--- src/rtl/mux_5to1_reg.sv ---
// mux_5to1_reg: registered 5-to-1 selector. A 4:1 stage over a..d is combined
// with a gated e leg by a 2:1 stage on sel[2]. Codes 101/110/111 drive zero
// and raise a registered error flag.
module mux_5to1_reg #(
   parameter int unsigned WIDTH = 1
) (
   input  logic             clk,
   input  logic             rst_n,
   input  logic             en,
   input  logic [WIDTH-1:0] a,
   input  logic [WIDTH-1:0] b,
   input  logic [WIDTH-1:0] c,
   input  logic [WIDTH-1:0] d,
   input  logic [WIDTH-1:0] e,
   input  logic [2:0]       sel,
   output logic [WIDTH-1:0] out_comb,
   output logic [WIDTH-1:0] out,
   output logic             sel_err
);

   logic [WIDTH-1:0] w_stage_a;
   logic [WIDTH-1:0] w_stage_b;
   logic [WIDTH-1:0] w_sel_data;
   logic             w_low_nz;
   logic             w_sel_err;
   logic [WIDTH-1:0] r_out;
   logic             r_sel_err;

   // Stage A: 4:1 selection among a/b/c/d on the low select bits
   always_comb begin
      w_stage_a = '0;
      case (sel[1:0])
         2'b00:   w_stage_a = a;
         2'b01:   w_stage_a = b;
         2'b10:   w_stage_a = c;
         2'b11:   w_stage_a = d;
         default: w_stage_a = '0;
      endcase
   end

   // Stage B: e only when the low bits are 00, otherwise zero (invalid codes)
   always_comb begin
      w_low_nz  = sel[1] | sel[0];
      w_stage_b = w_low_nz ? '0 : e;
   end

   // Final 2:1 on sel[2] and the error decode for codes 101/110/111
   always_comb begin
      w_sel_data = sel[2] ? w_stage_b : w_stage_a;
      w_sel_err  = sel[2] & w_low_nz;
   end

   // Capture selection and error flag on enabled edges; async clear on reset
   always_ff @(posedge clk or negedge rst_n) begin
      if (!rst_n) begin
         r_out     <= '0;
         r_sel_err <= 1'b0;
      end else if (en) begin
         r_out     <= w_sel_data;
         r_sel_err <= w_sel_err;
      end
   end

   assign out_comb = w_sel_data;
   assign out      = r_out;
   assign sel_err  = r_sel_err;

endmodule

--- config.mk ---
export PLATFORM = sky130hd
export DESIGN_NAME = mux_5to1_reg
export DESIGN_NICKNAME = d
export VERILOG_FILES = /design/src/rtl/mux_5to1_reg.sv
export SDC_FILE = /design/constraint.sdc
export NUM_CORES = 1
export LEC_CHECK = 0
export ABC_AREA = 1
export CAP_MARGIN = 20
export CORE_AREA = 2 2 39 41
export CTS_CLUSTER_SIZE = 25
export DETAILED_ROUTE_END_ITERATION = 12
export DIE_AREA = 0 0 41 43
export GPL_TIMING_DRIVEN = 0
export SYNTH_ARGS = -nofsm -noshare
export SYNTH_HDL_FRONTEND = slang
export SYNTH_SLANG_ARGS = --single-unit
--- constraint.sdc ---
create_clock -name clk -period 0.8 [get_ports clk]
set_input_delay 0.08 -clock clk [delete_from_list [all_inputs] [get_ports clk]]
set_output_delay 0.08 -clock clk [all_outputs]
set_load 0.005 [all_outputs]
### Gate families picked out, run 1

Drawn at 6 px/µm.
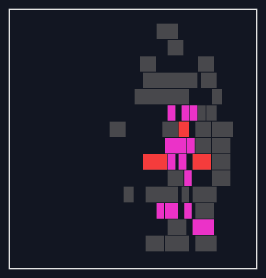
[aoi and oai cells] red | cells: 3
[nand cells] magenta | cells: 12

### Cells coloured by class, run 1

Drawn at 8 px/µm.
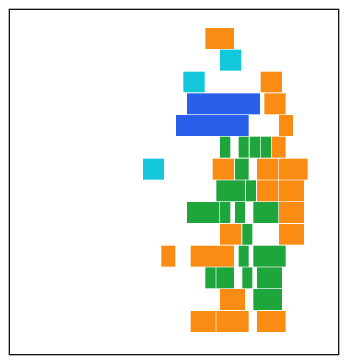
[registers] blue | cells: 2
[clock-net drivers] cyan | cells: 3
[remaining buffers and delay cells] orange | cells: 19
[remaining logic cells] green | cells: 19
final design utilization: 26.4%
register fraction of the total cell area: 13.7%
FP Rows: 14
final instance area: 365 µm²
placeable core region: 0.00138 mm²

==> run summary, run 1 <==
Results of the full flow below.

Worst setup path:
- The run gives the source of the worst register-to-register timing path as out$_DFFE_PN0P_.
- The critical path goes through buf_2.
- The most critical setup path has its startpoint at sel_err$_DFFE_PN0P_.
- All stages included, the depth of the critical timing path comes to 1.
- The run gives the category of the worst setup path launch point as a flip-flop.
- The run gives the buffers plus inverters on the worst setup path as 1.
- STA classifies the critical path endpoint as an output port.

STA:
- The run gives the final max-slew violation count as 0.
- The run gives the ratio of final minimum period to clock period as 98.6%.
- The run gives the remaining max-slew budget at the tightest pin as 89.8%.
- The run gives the transition at the pin with the smallest max-transition slack as 0.151 ns.

Placement:
- The run gives the detailed placer's ending HPWL as 302 µm.
- The run gives the routability congestion estimate from global placement as 0.461.

Clock network:
- On the reported timing paths, the clock transition at the registers reads 0.03 ns.
- The run gives the source-to-sink clock delay at the later pin of the worst-skew pair as 0.22 ns.
- TritonCTS built the clock tree.

Routing:
- The run gives the total met3 wirelength after detailed routing as 33 µm.
- The run puts the ratio of routed vias to standard cells at 3.58.
- The run puts the count of routing violations after the opening detailed-route iteration at 1.
- The run puts the routed metal-1 wirelength at about 180 µm.

Pwr:
- For this design the static power due to leakage is 0.192 nW.

Finish:
- The run gives the combinational gate area as around 110 µm².
- The run gives the antenna diode count as 0.

Status:
- The flow ran to the end, and the final reports show no timing, DRC or antenna violations.

Flow run:
- The run gives the number of max-cap violations as 0.

Floorplanning:
- The run gives the width of the die as 41 µm.
- The run gives the overall die height as 43 µm.

Yosys:
- Synthesis handed over a netlist of 21 instances.
- The run gives the sequential-to-total area share from yosys stat as a little over a third.
- The run puts the register bit total from synthesis at 2.
### Layout detail, run 1

Region (8, 0) to (33, 25) µm. Cells in grey, sequential cells in the stronger grey; small squares are vias.
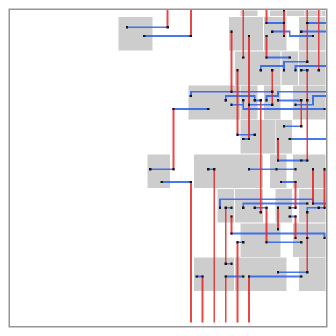
[M1] blue
[M2] red
sequential cells in the window: 0
most frequent: nand2_1 (6), buf_4 (4)
cells with their middle in the window: 26

==> run 1: cells in the final DEF (no fill, tap or decap), drive strengths merged <==
cell           netlist  final
inv                  2      2
nand2               10     10
clkbuf               0      3
dfrtp                2      2
dlygate4sd2          0      5
a21oi                1      1
clkdlybuf4s15        0      1
buf                  0     11
nand3                2      2
a21boi               1      1
clkdlybuf4s50        0      2
o21ai                1      1
a21o                 1      1
nor2                 1      1
==> run 1: cell families after synthesis <==
kind of cell	share of synthesized area, %
and+or+nand+nor	39.1
DFF	36.4
buffers and inverters	5.46
AOI/OAI and AO/OA	19.1
==> run 1: Yosys cell counts, drive strengths merged <==
library cell,instances,area (µm²)
a21oi,1,5.00
a21o,1,8.76
nand2,10,37.5
inv,2,7.51
o21ai,1,5.00
a21boi,1,7.51
nor2,1,6.26
dfrtp,2,50.1
nand3,2,10.0
==> run 1: flip-flops by register name, indices dropped and copies added (netlist names) <==
signal / cells
out: 1
sel_err: 1
==> run 1: per-layer routing <==
layer | global-route usage [%] | vias up
li1 | - | 113
met1 | 5.43 | 92
met2 | 9.69 | 6
met3 | 3.14 | 0
met4 | 6.00 | 0
met5 | 0 | -
==> run 1: power breakdown <==
part / total [mW] / internal [mW] / leakage, nW / switching (mW)
clock: 0.218 / 0.165 / 0.0138 / 0.0528
combinational: 0.146 / 0.0912 / 0.153 / 0.0550
sequential: 0.117 / 0.112 / 0.0250 / 0.00470
==> run 1: how the worst min path moves through the flow <==
stage / to / startpoint / cells past startpoint / slack [ns]
after floorplan: out$_DFFE_PN0P_ / rst_n / 0 / -0.22
after global placement: out$_DFFE_PN0P_ / rst_n / 1 / 0.25
after detailed placement: out$_DFFE_PN0P_ / rst_n / 1 / 0.26
after CTS: out$_DFFE_PN0P_ / rst_n / 1 / 0.02
after global routing: sel_err$_DFFE_PN0P_ / rst_n / 1 / 0.02
final: sel_err$_DFFE_PN0P_ / rst_n / 1 / 0.02
==> run 1: repair_timing <==
| action | 4_1_cts | 5_1_grt |
|---|---|---|
| setup endpoints to repair | 4 | 4 |
| pin swaps | 6 | 9 |
| hold endpoints to repair | 0 | 0 |
| buffers inserted | 6 | 1 |
| gates resized | 31 | 7 |
==> run 1: per-stage QoR <==
step	utilization (%)	instance area [µm²]	TNS, ns	instances
2_1_floorplan	-	138	0	21
3_3_place_gp	20.8	288	-1.53	50
3_5_place_dp	20.8	288	-1.56	50
4_1_cts	24.5	339	-0.0128	59
5_1_grt	26.4	365	-0.0636	59
6_report	26.4	365	0	59
==> run 1: cell type report <==
type | count | share of cell area (%)
repair buffers | 19 | 43.8
multi-input cells | 17 | 28.8
flip-flops and latches | 2 | 13.7
clock buffers | 3 | 6.16
well taps | 16 | 5.48
inverters | 2 | 2.05
==> run 2, diff against run 1 <==
--- a/config.mk
+++ b/config.mk
@@ -12,6 +12,7 @@
 export DETAILED_ROUTE_END_ITERATION = 12
 export DIE_AREA = 0 0 41 43
 export GPL_TIMING_DRIVEN = 0
+export PLACE_DENSITY = 0.35
 export SYNTH_ARGS = -nofsm -noshare
 export SYNTH_HDL_FRONTEND = slang
 export SYNTH_SLANG_ARGS = --single-unit
### Gate families picked out, run 2

Drawn at 6 px/µm.
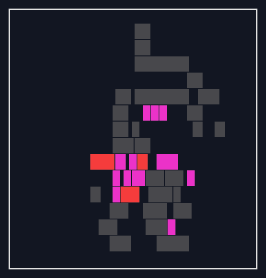
[nand cells] magenta | cells: 12
[aoi and oai cells] red | cells: 3
highest-count logic cell in the final layout: nand2_1
multi-input combinational area share: 28.3%

### Pin placement, run 2

Drawn at 12 px/µm. Pins as bars across the die edge, other pins in grey.
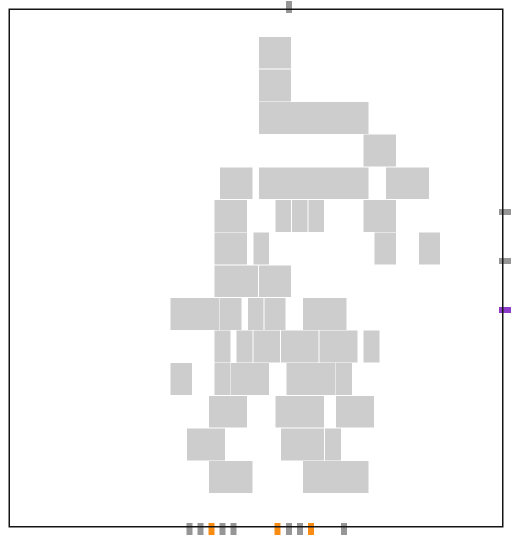
[`sel`] orange | pins: 3 | direction: input | edge: south
[`sel_err`] purple | pins: 1 | direction: output | edge: east
all pins by edge: 10 south, 3 east, 1 north

### Congestion heat map, run 2

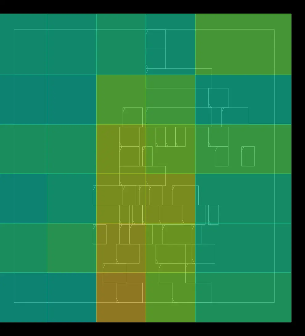
global routing usage on met3: 0%
final design utilization: 25.6%

==> run 2 against run 1 <==
Compared with the run above:
- maximum frequency decreased by 1.2%
- utilization decreased by 0.81 points
- via count increased by 1.9%
- critical path depth increased by 7
- cell count decreased by 1.7%
- clock-buffer cell count unchanged
==> run summary, run 2 <==
Results of the full flow below.

Yosys:
- The run gives the most common cell in the netlist as nand2_1.
- The run gives the cell accounting for the most synthesized area as dfrtp_1.
- The run puts the post-synthesis async set-or-reset flop share at 100% (unchanged).
- The run gives the area fraction in compound gates after synthesis as 19.1% (unchanged).
- The run puts the fraction of the mapped netlist area in adder cells at 0% (unchanged).
- The run gives the share of Yosys cell area claimed by the top area cell type as 36.4% (unchanged).
- The run puts the sequential-to-total area share from yosys stat at 36.4% (unchanged).
- The run gives the synthesized net count as 32.
- By area the synthesized netlist is led by dfrtp_1 36%, nand2_1 27%, nand3_1 7.3%.
- The run puts the simple-gate share of the synthesized area at 39.1% (unchanged).
- Of the combinational cells, the family taking the most area is simple AND/OR/NAND/NOR gates.
- The run puts the number of enable-type register cells in the synthesized netlist at 0 (unchanged).
- The run gives the leading register cell type out of synthesis as dfrtp_1.
- Sorting the synthesized cells by how often they occur yields 10 x nand2_1, 2 x dfrtp_1, 2 x inv_1, 2 x nand3_1.
- The register bit total from synthesis was 2 (unchanged).
- The run puts the cell total in the yosys stat output at 21.
- The gate count of the mapped netlist came to 21 (unchanged).
- The run puts the fraction of synthesized cell area in xor and xnor cells at 0% (unchanged).

Global route:
- The run gives the largest net degree at the start of global routing as 5.
- Total global-route track usage over all layers is under 10%.

Pwr:
- The net switching share of the total power was 23.9% (+0.49 points).
- The clock network fraction of design power is 45.9% (+0.6 points).
- The part of the power in combinational logic is 30.0% (-0.4 points).
- The switching power came to 0.116 mW (+2.8%).
- The run puts the sequential fraction of design power at 24.2% (about the same).

Worst setup path:
- STA classifies the critical path endpoint as a flip-flop.
- Traced cell by cell, the critical path runs through dlygate4sd2_1 > nand2_1 > nand2_1 > buf_4 > buf_4 > buf_4 > nand3_1 > nand2_1.
- The worst setup path is launched from a primary input.
- The run puts the buffers plus inverters on the worst setup path at 4 (+3).
- STA lists the startpoint of the worst register-to-register path as sel_err$_DFFE_PN0P_.

Floorplanning:
- The run gives the width of the die as 41 µm (unchanged).
- The run gives the placement row count as 14 (unchanged).
- The run gives the overall die height as 43 µm (unchanged).

Finish:
- The run gives the antenna diode count as 0 (unchanged).
- The run gives the final instance area as 354 µm² (-3.1%).
- The top cell types in the final layout, fill and taps aside, are 9 x nand2_1, 5 x buf_4, 4 x dlygate4sd2_1.

STA:
- The run puts the remaining max-slew budget at the tightest pin at 89.4% (-0.40 points).
- The sum of negative setup slack came to 0 ns (unchanged).
- The run gives the ratio of final minimum period to clock period as 99.8% (+1.2 points).
- The run gives the transition at the pin with the smallest max-transition slack as 0.157 ns (+0.00591 ns).

Clock network:
- The run gives the clock-pin slew on the worst setup and hold paths as 0.03 ns (about the same).
- The run puts the source-to-sink clock delay at the later pin of the worst-skew pair at 0.22 ns (about the same).
- TritonCTS built the clock tree.

Placement:
- The run gives the area of placed instances as 288 µm² (unchanged).
- The run puts the routability congestion estimate from global placement at 0.609 (+32%).

Routing:
- The ratio of routed vias to standard cells was 3.71 (+3.7%).
- The iteration count recorded for the first detailed-route pass is 1.
- The run puts the detailed-route DRC error count at 0.

Flow run:
- The run gives the number of max-cap violations as 0 (unchanged).

Status:
- The run finished with clean final reports.
[run 2: kinds of logic after synthesis]
| logic type | count (synthesis) |
|---|---|
| buffers and inverters | 2 |
| flip-flops | 2 |
| AND/OR/NAND/NOR | 13 |
| AND-OR/OR-AND | 4 |
[run 2: how the worst max path moves through the flow]
stage                                      to  slack (ns)           startpoint  cells after the start
after floorplan           sel_err$_DFFE_PN0P_        0.19  sel_err$_DFFE_PN0P_                      2
after CTS                                 out      -0.003      out$_DFFE_PN0P_                      1
after global routing                 out_comb       -0.06               sel[0]                      6
after global placement               out_comb       -0.82               sel[0]                      6
final                         out$_DFFE_PN0P_       0.001                    e                      8
after detailed placement             out_comb       -0.81               sel[0]                      6
[run 2: power groups by stage]
stage | Sequential [mW] | Combinational [mW] | Clock (mW)
6_report | 0.117 | 0.145 | 0.222
5_1_grt | 0.118 | 0.161 | 0.247
4_1_cts | 0.118 | 0.131 | 0.229
3_5_place_dp | 0.120 | 0.126 | 0
3_3_place_gp | 0.119 | 0.126 | 0
2_1_floorplan | 0.120 | 0.0336 | 0
[run 2: through the flow]
step           power [mW]  hold slack (ns)  setup WS (ns)  utilization [%]  instances
2_1_floorplan       0.153           -0.216          0.192                -         21
3_3_place_gp        0.245            0.251         -0.818             20.8         50
3_5_place_dp        0.246            0.254         -0.811             20.8         50
4_1_cts             0.477           0.0205       -0.00341             23.4         57
5_1_grt             0.526           0.0236        -0.0624             25.6         58
6_report            0.485           0.0196        0.00150             25.6         58
[run 2: final cells by class]
class                           instances  area [µm²]
Clock buffer                            3        22.5
Fill cell                             154        1030
Inverter                                2        7.51
Multi-Input combinational cell         17         100
Sequential cell                         2        50.0
Tap cell                               16        20.0
Timing Repair Buffer                   18         154
[run 2: timing repair]
action	in CTS	in global routing
gates resized	31	7
pin swaps	7	3
cloned	0	0
hold buffers	0	0
setup buffers	4	1
setup endpoints to repair	4	3
[run 2: layer usage]
layer,track usage [%],share of wire [%],vias up
li1,-,-,109
met1,6.39,28,99
met3,0,5.1,2
met4,6.00,3.6,0
met5,0,0,-
met2,12.2,63,5
Power is estimated from default activity; no workload was simulated.
